[src/rtl/me_refwin_pkg.sv]
// Shared types, derived constants and parameter legality helpers for the
// reference-window shift-chain scheduler.
package me_refwin_pkg;

    typedef enum logic [2:0] {
        ST_IDLE,
        ST_REQ,
        ST_WAIT,
        ST_SHIFT,
        ST_DONE
    } refwin_state_e;

    localparam int DEF_PIX_W    = 8;
    localparam int DEF_WORD_PIX = 7;
    localparam int DEF_WIN_W    = 56;
    localparam int DEF_WIN_H    = 64;
    localparam int DEF_ADDR_W   = 12;

    localparam int WORDS_PER_ROW = DEF_WIN_W / DEF_WORD_PIX;

    function automatic int words_per_row(input int win_w, input int word_pix);
        return win_w / word_pix;
    endfunction

    // Index width that never collapses to zero bits for single-entry ranges.
    function automatic int idx_w(input int n);
        return (n > 1) ? $clog2(n) : 1;
    endfunction

    function automatic bit cfg_ok(input int pix_w, input int word_pix, input int win_w,
                                  input int win_h, input int addr_w);
        longint last_addr;
        if (pix_w < 1 || word_pix < 1 || win_w < 1 || win_h < 1 || addr_w < 1) return 1'b0;
        if (win_w % word_pix != 0) return 1'b0;
        last_addr = longint'(win_h) * longint'(win_w / word_pix) - 1;
        return last_addr < (longint'(1) << addr_w);
    endfunction

endpackage

[src/rtl/me_refwin_sched_sat_counter.sv]
// me_sat_counter: saturating up-counter with synchronous clear and enable.
module me_sat_counter #(
    parameter int W = 32
) (
    input  logic         clk_i,
    input  logic         rstn_i,
    input  logic         clr_i,
    input  logic         en_i,
    output logic [W-1:0] cnt_o
);

    logic [W-1:0] cnt_reg;

    always_ff @(posedge clk_i) begin
        if (!rstn_i || clr_i) begin
            cnt_reg <= '0;
        end else if (en_i && (cnt_reg != {W{1'b1}})) begin
            cnt_reg <= cnt_reg + W'(1);
        end
    end

    assign cnt_o = cnt_reg;

endmodule

[src/rtl/me_refwin_sched.sv]
// Reference-window shift-chain scheduler: one word fetch per WORD_PIX pixels,
// one pixel into the chain per active cycle. Optional ME_REFWIN_PERF_EN adds counters.
module me_refwin_sched
    import me_refwin_pkg::*;
#(
    parameter int PIX_W    = DEF_PIX_W,
    parameter int WORD_PIX = DEF_WORD_PIX,
    parameter int WIN_W    = DEF_WIN_W,
    parameter int WIN_H    = DEF_WIN_H,
    parameter int ADDR_W   = DEF_ADDR_W
) (
    input  logic                      clk_i,
    input  logic                      rstn_i,
    input  logic                      start_i,
    input  logic                      stall_i,
    output logic                      mem_req_o,
    output logic [ADDR_W-1:0]         mem_addr_o,
    input  logic                      mem_gnt_i,
    input  logic                      mem_rvalid_i,
    output logic                      load_o,
    output logic                      shift_o,
    output logic                      pix_valid_o,
    output logic [idx_w(WIN_H)-1:0]   row_o,
    output logic [idx_w(WIN_W)-1:0]   col_o,
    output logic                      busy_o,
`ifdef ME_REFWIN_PERF_EN
    output logic [31:0]               stall_cnt_o,
    output logic [31:0]               wait_cnt_o,
`endif
    output logic                      done_o
);

    localparam int WPR    = words_per_row(WIN_W, WORD_PIX);
    localparam int ROW_W  = idx_w(WIN_H);
    localparam int COL_W  = idx_w(WIN_W);
    localparam int PIX_IW = idx_w(WORD_PIX);
    localparam int WRD_W  = idx_w(WPR);

    localparam logic [PIX_IW-1:0] PIX_LAST  = PIX_IW'(WORD_PIX - 1);
    localparam logic [WRD_W-1:0]  WORD_LAST = WRD_W'(WPR - 1);
    localparam logic [ROW_W-1:0]  ROW_LAST  = ROW_W'(WIN_H - 1);
    localparam logic [COL_W-1:0]  COL_LAST  = COL_W'(WIN_W - 1);

    if (!cfg_ok(PIX_W, WORD_PIX, WIN_W, WIN_H, ADDR_W)) begin : g_cfg_err
        $error("me_refwin_sched: illegal window/word/address parameter set");
    end

    refwin_state_e      state_reg, state_next;
    logic [PIX_IW-1:0]  pix_reg;
    logic [WRD_W-1:0]   word_reg;
    logic [ROW_W-1:0]   row_reg;
    logic [ROW_W-1:0]   row_last_reg;
    logic [COL_W-1:0]   col_nxt_reg;
    logic [COL_W-1:0]   col_last_reg;
    logic [ADDR_W-1:0]  addr_reg;
    logic               eow;
    logic               last_word;
    logic               last_row;
    logic               start_acc;

    assign last_word = (word_reg == WORD_LAST);
    assign last_row  = (row_reg == ROW_LAST);
    assign start_acc = (state_reg == ST_IDLE) && start_i;

    always_comb begin
        state_next  = state_reg;
        mem_req_o   = 1'b0;
        load_o      = 1'b0;
        shift_o     = 1'b0;
        pix_valid_o = 1'b0;
        busy_o      = 1'b0;
        done_o      = 1'b0;
        eow         = 1'b0;
        case (state_reg)
            ST_IDLE: begin
                if (start_i) state_next = ST_REQ;
            end
            ST_REQ: begin
                busy_o    = 1'b1;
                mem_req_o = 1'b1;
                if (mem_gnt_i) state_next = ST_WAIT;
            end
            ST_WAIT: begin
                busy_o = 1'b1;
                if (mem_rvalid_i) begin
                    load_o      = 1'b1;
                    pix_valid_o = 1'b1;
                    if (WORD_PIX == 1) eow = 1'b1;
                    else               state_next = ST_SHIFT;
                end
            end
            ST_SHIFT: begin
                busy_o = 1'b1;
                if (!stall_i) begin
                    shift_o     = 1'b1;
                    pix_valid_o = 1'b1;
                    if (pix_reg == PIX_LAST) eow = 1'b1;
                end
            end
            ST_DONE: begin
                done_o     = 1'b1;
                state_next = ST_IDLE;
            end
            default: state_next = ST_IDLE;
        endcase
        if (eow) state_next = (last_word && last_row) ? ST_DONE : ST_REQ;
    end

    always_ff @(posedge clk_i) begin
        if (!rstn_i) begin
            state_reg    <= ST_IDLE;
            pix_reg      <= '0;
            word_reg     <= '0;
            row_reg      <= '0;
            row_last_reg <= '0;
            col_nxt_reg  <= '0;
            col_last_reg <= '0;
            addr_reg     <= '0;
        end else begin
            state_reg <= state_next;
            if (start_acc) begin
                pix_reg      <= '0;
                word_reg     <= '0;
                row_reg      <= '0;
                row_last_reg <= '0;
                col_nxt_reg  <= '0;
                col_last_reg <= '0;
                addr_reg     <= '0;
            end
            if (load_o)       pix_reg <= PIX_IW'(1);
            else if (shift_o) pix_reg <= pix_reg + PIX_IW'(1);
            // The last-valid copies let row_o/col_o hold between pixels.
            if (pix_valid_o) begin
                row_last_reg <= row_reg;
                col_last_reg <= col_nxt_reg;
                col_nxt_reg  <= (col_nxt_reg == COL_LAST) ? '0 : col_nxt_reg + COL_W'(1);
            end
            if (eow && !(last_word && last_row)) begin
                addr_reg <= addr_reg + ADDR_W'(1);
                if (last_word) begin
                    word_reg <= '0;
                    row_reg  <= row_reg + ROW_W'(1);
                end else begin
                    word_reg <= word_reg + WRD_W'(1);
                end
            end
        end
    end

    assign mem_addr_o = addr_reg;
    assign row_o      = pix_valid_o ? row_reg     : row_last_reg;
    assign col_o      = pix_valid_o ? col_nxt_reg : col_last_reg;

`ifdef ME_REFWIN_PERF_EN
    logic stall_en;
    logic wait_en;
    assign stall_en = (state_reg == ST_SHIFT) && stall_i;
    assign wait_en  = (state_reg == ST_REQ) || ((state_reg == ST_WAIT) && !mem_rvalid_i);

    me_sat_counter #(.W(32)) u_stall_cnt (
        .clk_i  (clk_i),
        .rstn_i (rstn_i),
        .clr_i  (start_acc),
        .en_i   (stall_en),
        .cnt_o  (stall_cnt_o)
    );

    me_sat_counter #(.W(32)) u_wait_cnt (
        .clk_i  (clk_i),
        .rstn_i (rstn_i),
        .clr_i  (start_acc),
        .en_i   (wait_en),
        .cnt_o  (wait_cnt_o)
    );
`endif

endmodule

[config.mk]
export PLATFORM = sky130hd
export DESIGN_NAME = me_refwin_sched
export DESIGN_NICKNAME = d
export VERILOG_FILES = /design/src/rtl/me_refwin_pkg.sv /design/src/rtl/me_refwin_sched_sat_counter.sv /design/src/rtl/me_refwin_sched.sv
export SDC_FILE = /design/constraint.sdc
export NUM_CORES = 1
export LEC_CHECK = 0
export ABC_AREA = 1
export CAP_MARGIN = 20
export CORE_MARGIN = 5
export CORE_UTILIZATION = 24
export DETAILED_ROUTE_END_ITERATION = 6
export PLACE_DENSITY = 0.44
export REMOVE_ABC_BUFFERS = 1
export SYNTH_ARGS = -nofsm -noshare
export SYNTH_HDL_FRONTEND = slang
export SYNTH_HIERARCHICAL = 1
export SYNTH_SLANG_ARGS = --single-unit
export TNS_END_PERCENT = 100
[constraint.sdc]
create_clock -name clk_i -period 1.8 [get_ports clk_i]
set_input_delay 0.18 -clock clk_i [delete_from_list [all_inputs] [get_ports clk_i]]
set_output_delay 0.18 -clock clk_i [all_outputs]
set_load 0.01 [all_outputs]
==> run_1/m3.png <==
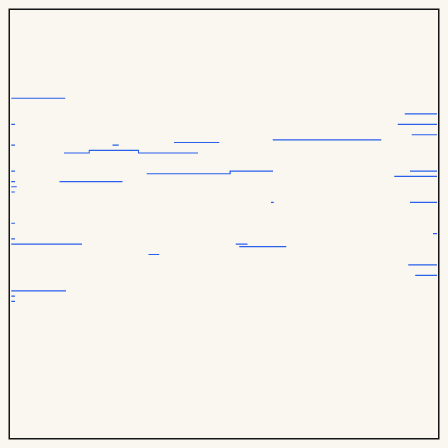
longest straight run: 28.1 µm
share of all routed wire: 3.9%
main direction: horizontal
wire length on this layer: 259 µm

==> run_1/congestion_map.png <==
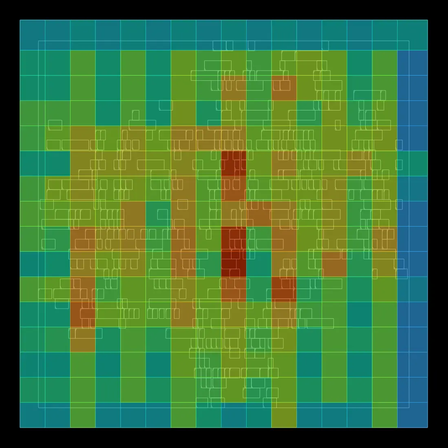
most congested layer reported by global routing: met2
final routed wire length divided by cell count: 11.83 µm
met3 capacity usage during global routing: 2.174%
Final Util: 32.04%

==> run_1/ff_map.png <==
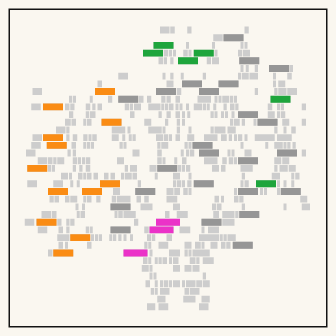
| name in the netlist | color | sequential cells |
|---|---|---|
| mem_addr_o | orange | 12 |
| state_reg | magenta | 3 |
| row_last_reg | green | 6 |
not colored: 24

==> run summary, run 1 <==
Implementation status.

- The transition time recorded at the tightest slew-check pin is 0.4027 ns.
- The critical path class is flop to primary output.
- The wire length of the first global-routing pass is between 10000 and 15000 µm.
- The warning tally printed by Yosys for this design is 6.
- The gate-level netlist out of Yosys references 29 unique cell types.
- The sum of overflow across all layers after global routing is 0.
- OpenROAD reports that the post-layout worst path occupies 95.27% of the period.
- In the layout the commonest cells are 97 x nand2_1, 42 x inv_1, 42 x dfxtp_1, 40 x nand3_1, 35 x a21oi_1.
- After synthesis, the largest area contributor takes up 36.22% of total cell area.
- The longest clock path from root to sink contains 2 buffers.
- The total half-perimeter wirelength after legalization and detailed placement is 4877 µm.
- At the floorplan stage, the core utilization is reported as ~24%.
- The final tally of max-slew violations is 0.
- The repair_antennas step left the layout with diodes totalling 0.
- The chip area estimate from yosys synthesis is approximately 0.0025 mm².
- Routability-driven placement finished with a final weighted congestion of about 0.78.
- The clock skew after layout is around 0.0066 ns.
- The run finished with clean final reports.
- CTS placed an instance of clkbuf_8 at the clock tree root.
- The worst reg-to-reg setup slack is 0.15 ns.
- The stage-log warning count is 28.
- Fill cells in the final layout number 1117.
- The share of synthesized area spent on multiplexers is 0%.
run 1: cell type report:
type,instances,area [µm²],area share [%]
multi-input cells,262,1350,41.18
inverters,51,196.4,5.992
well taps,136,170.2,5.191
clock inverters,1,7.507,0.2290
clock buffers,6,82.58,2.519
flip-flops and latches,45,912.1,27.82
repair buffers,68,559.3,17.06
run 1: synth_stat cells (all sizes together):
cell	count
nand2	104
inv	51
dfxtp	45
nand3	43
nor2	37
a21oi	35
o21ai	15
buf	8
ha	7
nand4	5
nor3	5
clkbuf	3
o21a	3
a21boi	2
xor2	2
nand3b	1
o21bai	1
or2	1
run 1: through the flow:
step / setup slack [ns] / cells / area [µm²]
floorplan: 0.2399 / 357 / 2406
global placement: -0.2750 / 557 / 3144
detailed placement: -0.2943 / 557 / 3144
CTS: -0.007572 / 568 / 3297
global route: -0.02002 / 569 / 3278
finish: 0.08507 / 569 / 3278
run 1: critical path, cell delays in order, from the launching register on:
cell and delay (ns):
dfxtp_4 0.38, nand2_2 0.08, nor2_4 0.04, nand2_4 0.14, nand2_8 0.08, buf_8 0.14, o21ai_2 0.12, clkdlybuf4s15_1 0.25
run 1: routing by layer:
metal  global-route usage (%)  vias up  part of all wire (%)  wire [µm]
met4                    2.352        0                  0.64         43
met5                        0        -                     0          0
met1                    14.62     1105                    49       3271
li1                         -     1309                     -          -
met2                    18.98       40                    47       3157
met3                    2.174        6                   3.8        259
run 1: timing repair:
item	CTS	global route
setup endpoints to repair	18	13
gates resized	34	21
buffers inserted	3	1
cloned	1	0
pin swaps	4	3
hold buffers	0	0
run 1: power groups by stage:
stage / registers [mW] / clock network, mW / logic (mW)
6_report: 1.04 / 0.664 / 0.412
5_1_grt: 1.04 / 0.732 / 0.461
4_1_cts: 1.04 / 0.698 / 0.412
3_5_place_dp: 1.06 / 0 / 0.383
3_3_place_gp: 1.06 / 0 / 0.382
2_1_floorplan: 1.06 / 0 / 0.197
run 1: path summary, 6_finish.rpt:
| kind | endpoint | cells past startpoint |
|---|---|---|
| min | row_last_reg[2]$_SDFFE_PN0P_ | 2 |
| max reg2reg | row_reg[5]$_SDFF_PN0_ | 10 |
| min reg2reg | row_last_reg[2]$_SDFFE_PN0P_ | 2 |
| max | col_o[5] | 7 |
run 1: kinds of logic (layout without fill, tap and decap cells):
group / Yosys count / count (layout)
simple gates: 196 / 197
compound gates: 56 / 56
buf+inv: 62 / 126
flops: 45 / 45
fa+ha+maj: 7 / 7
xor+xnor: 2 / 2
==> run_1/pinout.png <==
Pins as bars across the die edge, other pins in gray.
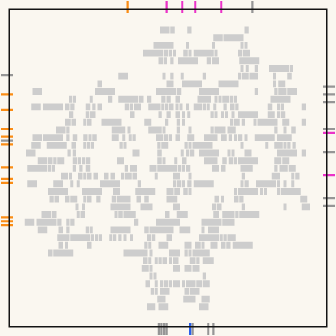

==> run 2, diff against run 1 <==
SLEW_MARGIN = 20   (was default)
TNS_END_PERCENT = 30   (was 100)
==> run_2/pinout.png <==
Pins as bars across the die edge, other pins in gray.
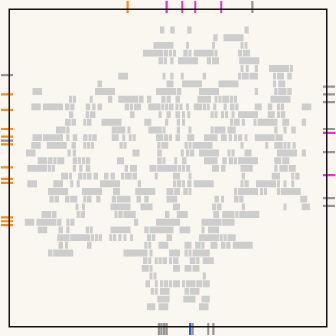
| port | color | pins | direction | edge |
|---|---|---|---|---|
| done_o | blue | 1 | output | bottom |
| row_o | magenta | 6 | output | 4 top, 2 right |
| mem_addr_o | orange | 12 | output | 11 left, 1 top |

==> run summary, run 2 <==
Implementation status.

- The clock latency reported for the late side of the worst-skew pair is 0.30 ns.
- The final period demand of the worst path is 1.700 ns.
- The pin slew with the least headroom to its limit is 0.4016 ns (-0.001159 ns).
- The wire length of the first global-routing pass is 11630 µm (-0.53%).
- The critical path class is flop to primary output.
- The register with the most flip-flops in the layout has 12 of them.
- The average wire per cell in the routed design is 11.80 µm (-0.29%).
- The run finished with clean final reports.
- Counting instances in the post-synthesis netlist gives the leading cell types as 97 x nand2_1, 45 x dfxtp_1, 43 x inv_1.
- The clock skew after layout came to 0.006632 ns (-0.000001580 ns).
- The cell count of the worst hold path is 2 (unchanged).
- The most common logic cells in the final layout are 97 x nand2_1, 42 x inv_1, 42 x dfxtp_1, 40 x nand3_1.
- The detailed route wirelength on metal2 is 3170 µm (+0.41%).
- Of the synthesized area, sequential elements account for 36.22%.
- The distinct cell type count after synthesis came to 29 (unchanged).
- The sum of overflow across all layers after global routing is 0 (unchanged).
- The critical path required time is 1.62 ns.
- The number of diodes added for antenna fixing is 0 (unchanged).
- The share of the clock period used by the worst path after layout is 94.42% (-0.85 points).
- The final tally of max-slew violations is 0 (unchanged).
- The final weighted congestion of routability-driven global placement is 0.7763 (unchanged).
- The number of warnings printed during yosys synthesis is 6 (unchanged).
- The total met3 wirelength after detailed routing came to 230 µm (-11%).
- CTS placed an instance of clkbuf_8 at the clock tree root.
- The chip area estimate from yosys synthesis is 0.002487 mm² (unchanged).
- The floorplan-stage core utilization was 24.31% (unchanged).
- The count of library flops with an enable pin is 0 (unchanged).
- The area fraction of the dominant cell type after synthesis is 36.22% (unchanged).
- The top routing layer in use is met4.
- nand2_1 is the most common cell in the netlist.
- The deepest clock path buffer count came to 2 (unchanged).
- The total half-perimeter wirelength after legalization and detailed placement is 4877 µm (unchanged).
- Per the synth stats, the flop cell with the highest instance count is dfxtp_1.
- The proportion of register bits with asynchronous set or reset after synthesis came to 0% (unchanged).
- After synthesis, the cell types taking the most area are dfxtp_1 36%, nand2_1 15%, nand3_1 8.0%, a21oi_1 7.0%, inv_1 6.5%.
- The stage-log warning count is 28 (unchanged).
-- run 2: cell counts after synthesis --
No cell type changed its count.
-- run 2: power groups by stage --
stage	clock network, mW	logic [mW]	registers (mW)
after floorplan	0	0.197	1.06
after global placement	0	0.382	1.06
after detailed placement	0	0.383	1.06
after CTS	0.698	0.409	1.04
after global routing	0.732	0.464	1.04
final	0.664	0.416	1.04
-- run 2: critical path, stage by stage, from the launching register on --
cell and delay, ns:
dfxtp_4 0.39, nand2_2 0.07, nor2_4 0.11, nand2_4 0.12, nand2_8 0.13, inv_6 0.05, nand2_1 0.07, nand2_1 0.05
clkdlybuf4s15_1 0.23
-- run 2: routing by layer --
metal | global-route usage, % | vias up
li1 | - | 1313
met1 | 14.55 | 1118
met2 | 18.86 | 41
met3 | 2.174 | 6
met4 | 2.352 | 0
met5 | 0 | -
-- run 2: cell type report --
cell class                      instances  area (µm²)
Tap cell                              136       170.2
Clock inverter                          1       7.507
Sequential cell                        45       912.1
Fill cell                            1117        6952
Inverter                               51       196.4
Multi-Input combinational cell        262        1350
Timing Repair Buffer                   70       560.5
Clock buffer                            6       82.58
-- run 2: path summary, 6_finish.rpt --
check / endpoint / slack (ns) / startpoint
worst max-delay path: col_o[0] / 0.10 / state_reg[1]$_SDFFE_PN0P_
worst min-delay path: row_last_reg[2]$_SDFFE_PN0P_ / 0.47 / row_last_reg[2]$_SDFFE_PN0P_
worst max register to register: row_reg[5]$_SDFF_PN0_ / 0.16 / word_reg[0]$_SDFFE_PN0P_
worst min register to register: row_last_reg[2]$_SDFFE_PN0P_ / 0.47 / row_last_reg[2]$_SDFFE_PN0P_
-- run 2: kinds of logic (layout without fill, tap and decap cells) --
group | after synthesis | after routing | share of synthesized area (%)
buf+inv | 62 | 128 | 10.97
simple gates | 196 | 197 | 35.97
compound gates | 56 | 56 | 12.63
xor+xnor | 2 | 2 | 0.7044
flops | 45 | 45 | 36.22
fa+ha+maj | 7 | 7 | 3.521
-- run 2: repair_timing --
action                     4_1_cts  5_1_grt
resized                         26       28
gates cloned                     1        0
pin swaps                        3        3
setup endpoints to repair       18       14
setup buffers                    2        4
-- run 2: stage by stage --
step	cells	util (%)	cell area, µm²	worst slack [ns]
after global routing	571	32.05	3279	-0.02649
after global placement	557	30.73	3144	-0.2750
final	571	32.05	3279	0.1004
after CTS	567	32.05	3279	-0.01941
after floorplan	357	-	2406	0.2399
after detailed placement	557	30.73	3144	-0.2943
No activity file was given, so power comes from the tool's default toggle rates.
